### src/rtl/rvc_asap_fpga_in_cond_if.sv
// Board-pin bundle for the FPGA input conditioner: raw KEY/SW pins in,
// debounced levels and event pulses out toward CR_MEM.
// Optional macro RVC_ASAP_PRESS_CNT_EN adds the per-button press counters.
interface rvc_asap_fpga_in_cond_if;
   logic       Button0Raw;
   logic       Button1Raw;
   logic [9:0] SwitchRaw;
   logic       Button_0;
   logic       Button_1;
   logic [9:0] Switch;
   logic       Button0Press;
   logic       Button1Press;
   logic       SwitchChg;
`ifdef RVC_ASAP_PRESS_CNT_EN
   logic [7:0] Button0PressCnt;
   logic [7:0] Button1PressCnt;
`endif

   // Board side: drives the raw pins and consumes conditioned values
   modport master (
      output Button0Raw, Button1Raw, SwitchRaw,
      input  Button_0, Button_1, Switch, Button0Press, Button1Press, SwitchChg
`ifdef RVC_ASAP_PRESS_CNT_EN
      , input Button0PressCnt, Button1PressCnt
`endif
   );

   // Conditioner side: samples raw pins and produces conditioned values
   modport slave (
      input  Button0Raw, Button1Raw, SwitchRaw,
      output Button_0, Button_1, Switch, Button0Press, Button1Press, SwitchChg
`ifdef RVC_ASAP_PRESS_CNT_EN
      , output Button0PressCnt, Button1PressCnt
`endif
   );
endinterface

### src/rtl/rvc_asap_fpga_in_cond.sv
// Input conditioner between raw FPGA board pins and CR_MEM.
// Synchronizes KEY0/KEY1/SW[9:0], debounces each button with its own FSM,
// debounces the switch bus as a group and emits one-cycle event pulses.
// Optional macro RVC_ASAP_PRESS_CNT_EN adds 8-bit wrapping press counters.
module rvc_asap_fpga_in_cond #(
   parameter int unsigned SYNC_STAGES       = 2,
   parameter int unsigned DEBOUNCE_CYCLES   = 500000,
   parameter bit          BUTTON_ACTIVE_LOW = 1'b1
) (
   input logic                    Clock,
   input logic                    Rst,
   rvc_asap_fpga_in_cond_if.slave pins
);

   localparam int unsigned NUM_BTN = 2;
   localparam int unsigned SW_W    = 10;
   localparam int unsigned CNT_W   = (DEBOUNCE_CYCLES > 2) ? $clog2(DEBOUNCE_CYCLES) : 1;
   // The sample that opens a pending window is itself the first stable
   // cycle, so the window closes on the DEBOUNCE_CYCLES-th stable sample.
   localparam logic [CNT_W-1:0] CNT_LAST = CNT_W'(DEBOUNCE_CYCLES - 2);

   typedef enum logic [1:0] {
      STABLE_LO = 2'd0,
      PEND_HI   = 2'd1,
      STABLE_HI = 2'd2,
      PEND_LO   = 2'd3
   } btn_state_t;

   logic [NUM_BTN-1:0] btn_raw;
   logic [NUM_BTN-1:0] btn_sync;
   logic [NUM_BTN-1:0] btn_level;
   logic [NUM_BTN-1:0] btn_press;

   assign btn_raw = {pins.Button1Raw, pins.Button0Raw};

   // ---------------------------------------------------------------------
   // Per-button synchronizer and debounce FSM
   // ---------------------------------------------------------------------
   for (genvar gi = 0; gi < NUM_BTN; gi++) begin : g_btn
      logic [SYNC_STAGES-1:0] chain;
      btn_state_t             state;
      logic [CNT_W-1:0]       cnt;
      logic                   level_q;
      logic                   press_q;

      // Synchronizer chain; resets to the released pin level
      always_ff @(posedge Clock or negedge Rst) begin
         if (!Rst) begin
            chain <= {SYNC_STAGES{BUTTON_ACTIVE_LOW}};
         end else begin
            chain <= {chain[SYNC_STAGES-2:0], btn_raw[gi]};
         end
      end

      // Polarity fixed at chain output so 1 always means pressed
      assign btn_sync[gi] = chain[SYNC_STAGES-1] ^ BUTTON_ACTIVE_LOW;

      // Debounce FSM with registered level and press pulse
      always_ff @(posedge Clock or negedge Rst) begin
         if (!Rst) begin
            state   <= STABLE_LO;
            cnt     <= '0;
            level_q <= 1'b0;
            press_q <= 1'b0;
         end else begin
            press_q <= 1'b0;
            case (state)
               STABLE_LO: begin
                  if (btn_sync[gi]) begin
                     state <= PEND_HI;
                     cnt   <= '0;
                  end
               end
               PEND_HI: begin
                  if (!btn_sync[gi]) begin
                     state <= STABLE_LO;
                     cnt   <= '0;
                  end else if (cnt == CNT_LAST) begin
                     state   <= STABLE_HI;
                     cnt     <= '0;
                     level_q <= 1'b1;
                     press_q <= 1'b1;
                  end else begin
                     cnt <= cnt + CNT_W'(1);
                  end
               end
               STABLE_HI: begin
                  if (!btn_sync[gi]) begin
                     state <= PEND_LO;
                     cnt   <= '0;
                  end
               end
               PEND_LO: begin
                  if (btn_sync[gi]) begin
                     state <= STABLE_HI;
                     cnt   <= '0;
                  end else if (cnt == CNT_LAST) begin
                     state   <= STABLE_LO;
                     cnt     <= '0;
                     level_q <= 1'b0;
                  end else begin
                     cnt <= cnt + CNT_W'(1);
                  end
               end
               default: begin
                  state   <= STABLE_LO;
                  cnt     <= '0;
                  level_q <= 1'b0;
               end
            endcase
         end
      end

      assign btn_level[gi] = level_q;
      assign btn_press[gi] = press_q;
   end

   assign pins.Button_0     = btn_level[0];
   assign pins.Button_1     = btn_level[1];
   assign pins.Button0Press = btn_press[0];
   assign pins.Button1Press = btn_press[1];

   // ---------------------------------------------------------------------
   // Switch bus: synchronizer plus shared group debounce
   // ---------------------------------------------------------------------
   logic [SYNC_STAGES-1:0][SW_W-1:0] sw_chain;
   logic [SW_W-1:0]                  sw_sync;
   logic [SW_W-1:0]                  sw_cand;
   logic [SW_W-1:0]                  sw_q;
   logic [CNT_W-1:0]                 sw_cnt;
   logic                             sw_chg_q;

   // Switch synchronizer chain, one flop column per stage
   always_ff @(posedge Clock or negedge Rst) begin
      if (!Rst) begin
         sw_chain <= '0;
      end else begin
         sw_chain <= {sw_chain[SYNC_STAGES-2:0], pins.SwitchRaw};
      end
   end

   assign sw_sync = sw_chain[SYNC_STAGES-1];

   // Any bit moving restarts the window for the whole bus
   always_ff @(posedge Clock or negedge Rst) begin
      if (!Rst) begin
         sw_cand  <= '0;
         sw_q     <= '0;
         sw_cnt   <= '0;
         sw_chg_q <= 1'b0;
      end else begin
         sw_chg_q <= 1'b0;
         if (sw_sync != sw_cand) begin
            sw_cand <= sw_sync;
            sw_cnt  <= '0;
         end else if (sw_cand != sw_q) begin
            if (sw_cnt == CNT_LAST) begin
               sw_q     <= sw_cand;
               sw_chg_q <= 1'b1;
               sw_cnt   <= '0;
            end else begin
               sw_cnt <= sw_cnt + CNT_W'(1);
            end
         end else begin
            sw_cnt <= '0;
         end
      end
   end

   assign pins.Switch    = sw_q;
   assign pins.SwitchChg = sw_chg_q;

`ifdef RVC_ASAP_PRESS_CNT_EN
   // ---------------------------------------------------------------------
   // Press counters, wrap 255 -> 0
   // ---------------------------------------------------------------------
   logic [7:0] press_cnt0;
   logic [7:0] press_cnt1;

   // Count committed presses per button
   always_ff @(posedge Clock or negedge Rst) begin
      if (!Rst) begin
         press_cnt0 <= 8'd0;
         press_cnt1 <= 8'd0;
      end else begin
         if (btn_press[0]) press_cnt0 <= press_cnt0 + 8'd1;
         if (btn_press[1]) press_cnt1 <= press_cnt1 + 8'd1;
      end
   end

   assign pins.Button0PressCnt = press_cnt0;
   assign pins.Button1PressCnt = press_cnt1;
`endif

endmodule

### src/flat_wrapper.sv
// flat-port wrapper written by rule: the top's interface ports become plain ports
module rvc_asap_fpga_in_cond_flat 
#(
   parameter int unsigned SYNC_STAGES       = 2,
   parameter int unsigned DEBOUNCE_CYCLES   = 500000,
   parameter bit          BUTTON_ACTIVE_LOW = 1'b1
)
  (Clock, Rst, pins_Button0Raw, pins_Button1Raw, pins_SwitchRaw, pins_Button_0, pins_Button_1, pins_Switch, pins_Button0Press, pins_Button1Press, pins_SwitchChg);
  rvc_asap_fpga_in_cond_if pins_i ();
  input logic Clock;
  input logic Rst;
  input wire logic [$bits(pins_i.Button0Raw)-1:0] pins_Button0Raw;
  input wire logic [$bits(pins_i.Button1Raw)-1:0] pins_Button1Raw;
  input wire logic [$bits(pins_i.SwitchRaw)-1:0] pins_SwitchRaw;
  output wire logic [$bits(pins_i.Button_0)-1:0] pins_Button_0;
  output wire logic [$bits(pins_i.Button_1)-1:0] pins_Button_1;
  output wire logic [$bits(pins_i.Switch)-1:0] pins_Switch;
  output wire logic [$bits(pins_i.Button0Press)-1:0] pins_Button0Press;
  output wire logic [$bits(pins_i.Button1Press)-1:0] pins_Button1Press;
  output wire logic [$bits(pins_i.SwitchChg)-1:0] pins_SwitchChg;
  assign pins_i.Button0Raw = pins_Button0Raw;
  assign pins_i.Button1Raw = pins_Button1Raw;
  assign pins_i.SwitchRaw = pins_SwitchRaw;
  assign pins_Button_0 = pins_i.Button_0;
  assign pins_Button_1 = pins_i.Button_1;
  assign pins_Switch = pins_i.Switch;
  assign pins_Button0Press = pins_i.Button0Press;
  assign pins_Button1Press = pins_i.Button1Press;
  assign pins_SwitchChg = pins_i.SwitchChg;
  rvc_asap_fpga_in_cond #(.SYNC_STAGES(SYNC_STAGES), .DEBOUNCE_CYCLES(DEBOUNCE_CYCLES), .BUTTON_ACTIVE_LOW(BUTTON_ACTIVE_LOW)) u_core (.Clock(Clock), .Rst(Rst), .pins(pins_i));
endmodule
### config.mk
export PLATFORM = sky130hd
export DESIGN_NAME = rvc_asap_fpga_in_cond_flat
export DESIGN_NICKNAME = d
export VERILOG_FILES = /design/src/rtl/rvc_asap_fpga_in_cond_if.sv /design/src/rtl/rvc_asap_fpga_in_cond.sv /design/src/flat_wrapper.sv
export SDC_FILE = /design/constraint.sdc
export NUM_CORES = 1
export LEC_CHECK = 0
export CORE_MARGIN = 8
export CORE_UTILIZATION = 40
export CTS_CLUSTER_SIZE = 14
export DETAILED_ROUTE_END_ITERATION = 10
export PLACE_DENSITY_LB_ADDON = 0.15
export SLEW_MARGIN = 20
export SYNTH_ARGS = -nofsm -noshare
export SYNTH_HDL_FRONTEND = slang
export SYNTH_SLANG_ARGS = --single-unit
### constraint.sdc
create_clock -name Clock -period 2.4 [get_ports Clock]
set_input_delay 0.48 -clock Clock [delete_from_list [all_inputs] [get_ports Clock]]
set_output_delay 0.48 -clock Clock [all_outputs]
set_load 0.01 [all_outputs]
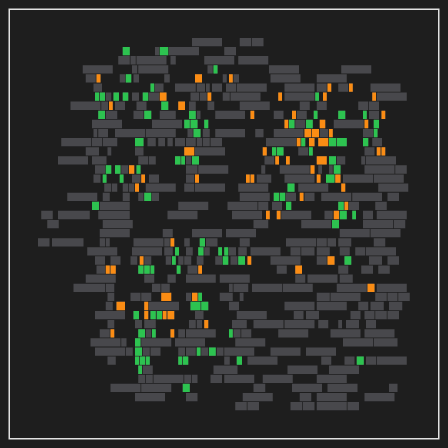
Figure 1: gate families picked out.
legend:
  NOR gates:
    colour: orange
    cells: 65
    most_used: nor2_1
  NAND gates:
    colour: green
    cells: 90
    most_used: nand2_1

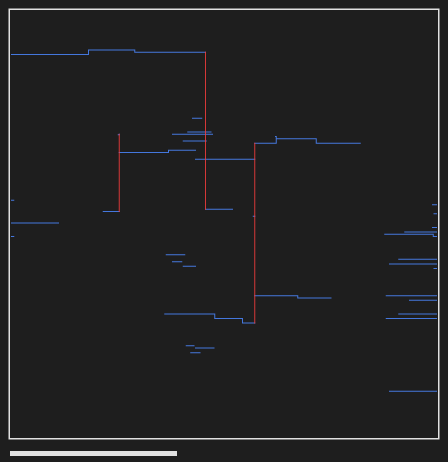
Figure 2: routed metal, one colour a layer.
Scale bar: 50 um. Only two layers are drawn.
legend:
  met4:
    colour: red
    wire_length: 124 um
  met3:
    colour: blue
    wire_length: 387 um

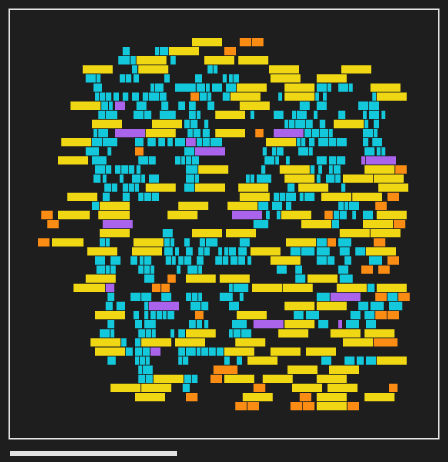
Figure 3: placed cells, one colour a class.
Scale bar: 50 um.
legend:
  flip-flops:
    colour: yellow
    cells: 110
  clock drivers and dummy loads:
    colour: purple
    cells: 15
  all other logic:
    colour: cyan
    cells: 338
  other buffers and delay cells:
    colour: orange
    cells: 39

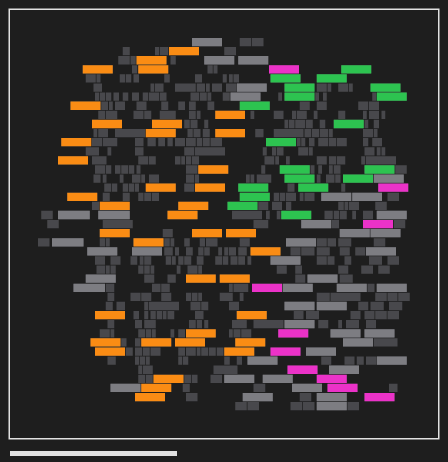
Figure 4: sequential cells grouped by signal name.
Scale bar: 50 um. Other sequential cells in the stronger grey, the rest of the logic in the fainter grey.
legend:
  `u_core.g_btn.cnt`:
    colour: orange
    placed_flops: 38
  `u_core.sw_sync`:
    colour: magenta
    placed_flops: 10
  `u_core.sw_cnt`:
    colour: green
    placed_flops: 19
not coloured: 43

==> results.yml <==
# implementation run metrics
outcome:
  outcome: "completed"
logic_synthesis:
  synthesis.instances: 472
  adder_and_majority_gate_portion_of_the_synthesized_area: 0.0150
  synthDistinctLibCells: 45
  ys_area_mm2: 0.00501
  syn_area_mm2: 0.00501
  post_synth_and_or_nand_nor_area_fraction: 0.200
  synthAoiAreaFrac: 0.101
  synth_warnings: 0
  muxShareOfSynthArea: 0.0370
  yosys_cells: 472
  seq_area_frac_synth: 0.551
  synthXorXnorAreaFrac: 0.0682
  ys_top_logic_family: "simple AND/OR/NAND/NOR gates"
clocking:
  cts.reportedPaths.clkPinSlew_ns: 0.07
  cts_max_path_buffers: 2
  cts.repair_timing.setup_buffer_count: 0
  cts_root_buffer: "clkbuf_16"
  clock.latency.late_pin_ns: 0.35
  cts-htree-levels: 3
  tritoncts: "yes"
  cts_resized: 0
  cts_inserted_buffers: 9
timing:
  fmax_ghz: 0.463
  final-hold-violation-count: 0
  timing.final.setup_violations: 0
  tightestPinTransition_ns: 0.652
  timing_max_transition_violations_final: 0
  layout_setup_ws_ns: 0.240
  clock-skew-final_ns: 0.00447
  post-route-min-period_ns: 2.16
  whs_ns: 0.115
detailed_routing:
  dr_total_vias: 3503
  detailedRoute.firstIterationViolations: 233
  post-route-drc-count: 0
  finalWirelength_um: 9770
  wl_per_cell_um: 14.5
  postRouteAntennaNets: 0
floorplan:
  site_rows: 41
  fp.dieArea_mm2: 0.0164
  core_area_mm2: 0.0124
  ioPinCount: 29
  die_height_um: 128
  fp.dieW_um: 128
global_routing:
  grt_antenna_before_repair: 0
  grt_max_degree: 43
  first_global_vias: 3435
  grt_first_pass_wirelength_um: 17000
  grt.overflow.total: 0
power:
  seqPwrFrac: 0.558
  p_total_uw: 3510
  combPwrFrac: 0.053
  power_top_consumer: "registers"
  sequentialPower_uw: 1960
  power_density_mw_per_mm2: 607
  p_clk_uw: 1360
  intPower_uw: 2690
  netSwitchingPower_uw: 815
worst_setup_path:
  critical_path.max_stage_delay_ns: 0.55
  worstPathCellList: "nand3_1, or4b_4, o31a_4, a32o_1, a31o_1"
  cp.required_ns: 2.64
  timing_worst_setup_path_type: "flip-flop to flip-flop"
  worstPathMaxFanout: 35
  path_depth: 5
  critical_path_buf_inv_count: 0
  crit_start: "u_core.g_btn[1].cnt[15]"
  regToRegEndpoint: "u_core.g_btn[1].cnt[17]"
  critical_path_end: "u_core.g_btn[1].cnt[17]"
  cp-start-kind: "flip-flop"
final_layout:
  layout.cells.most_common: "dfrtp_1"
  commonest_cells_after_routing_fill_and_taps_aside: "dfrtp_1 (106), nor2_1 (44), nand2_1 (30)"
  design_area_mm2: 0.00578
  antenna-diode-count: 0
  finish.net_count: 518
  syn_to_final_growth_pct: 15.4
  filler_cell_count: 1165
place:
  placed_cells: 659
  gp_routability_congestion: 0.806
  dpl_worst_slack_ns: 0.257
  placed_cell_area_mm2: 0.00551
  port_buffers: 28
  hpwlAfterDp_um: 6720
worst_hold_path:
  holdCritPathClass: "primary input to asynchronous set/reset pin"
per-layer routing:
metal / part of all wire / vias up / global-route usage
met1: 0.48 / 1706 / 0.168
met2: 0.47 / 48 / 0.201
met5: 0 / - / 0
met3: 0.040 / 10 / 0.0379
met4: 0.013 / 0 / 0.0427
li1: - / 1739 / -
cells in the mapped netlist, types with 5 or more instances:
cell type	n	area, um2
dfrtp_1	106	2650
nor2_1	44	165
nand2_1	30	113
nand3_1	28	140
a21oi_1	23	115
xor2_1	22	193
clkbuf_1	21	78.8
nand4_1	21	131
a31oi_1	18	113
xnor2_1	17	149
inv_1	12	45.0
mux2_2	12	135
and2_1	10	62.6
a22o_1	8	70.1
and4_1	8	70.1
nor4_1	8	50.1
a21o_1	7	52.6
nor3_1	7	35.0
o21ai_0	7	35.0
and3_1	6	37.5
ha_1	6	75.1
nand2b_1	6	37.5
a41oi_1	5	43.8
mux2i_1	5	50.1
cell type report:
class / instances / area (um2) / share of cell area
multi-input cells: 326 / 2110 / 0.365
repair buffers: 39 / 385 / 0.0667
clock buffers: 11 / 233 / 0.0403
clock inverters: 4 / 33.8 / 0.00584
well taps: 172 / 215 / 0.0372
flip-flops and latches: 110 / 2760 / 0.477
inverters: 12 / 45.0 / 0.00779
flip-flops by register name, summed over array words and instances, names as in the netlist, named ones only:
name / count
u_core.sw_cand: 10
u_core.pins.Button_0: 1
u_core.sw_sync: 10
u_core.g_btn.state: 2
u_core.pins.Switch: 10
u_core.sw_cnt: 19
u_core.pins.Button_1: 1
u_core.g_btn.cnt: 38
u_core.pins.Button1Press: 1
u_core.g_btn.chain: 4
u_core.sw_chain: 10
u_core.pins.Button0Press: 1
u_core.pins.SwitchChg: 1
Power is estimated from default activity; no workload was simulated.
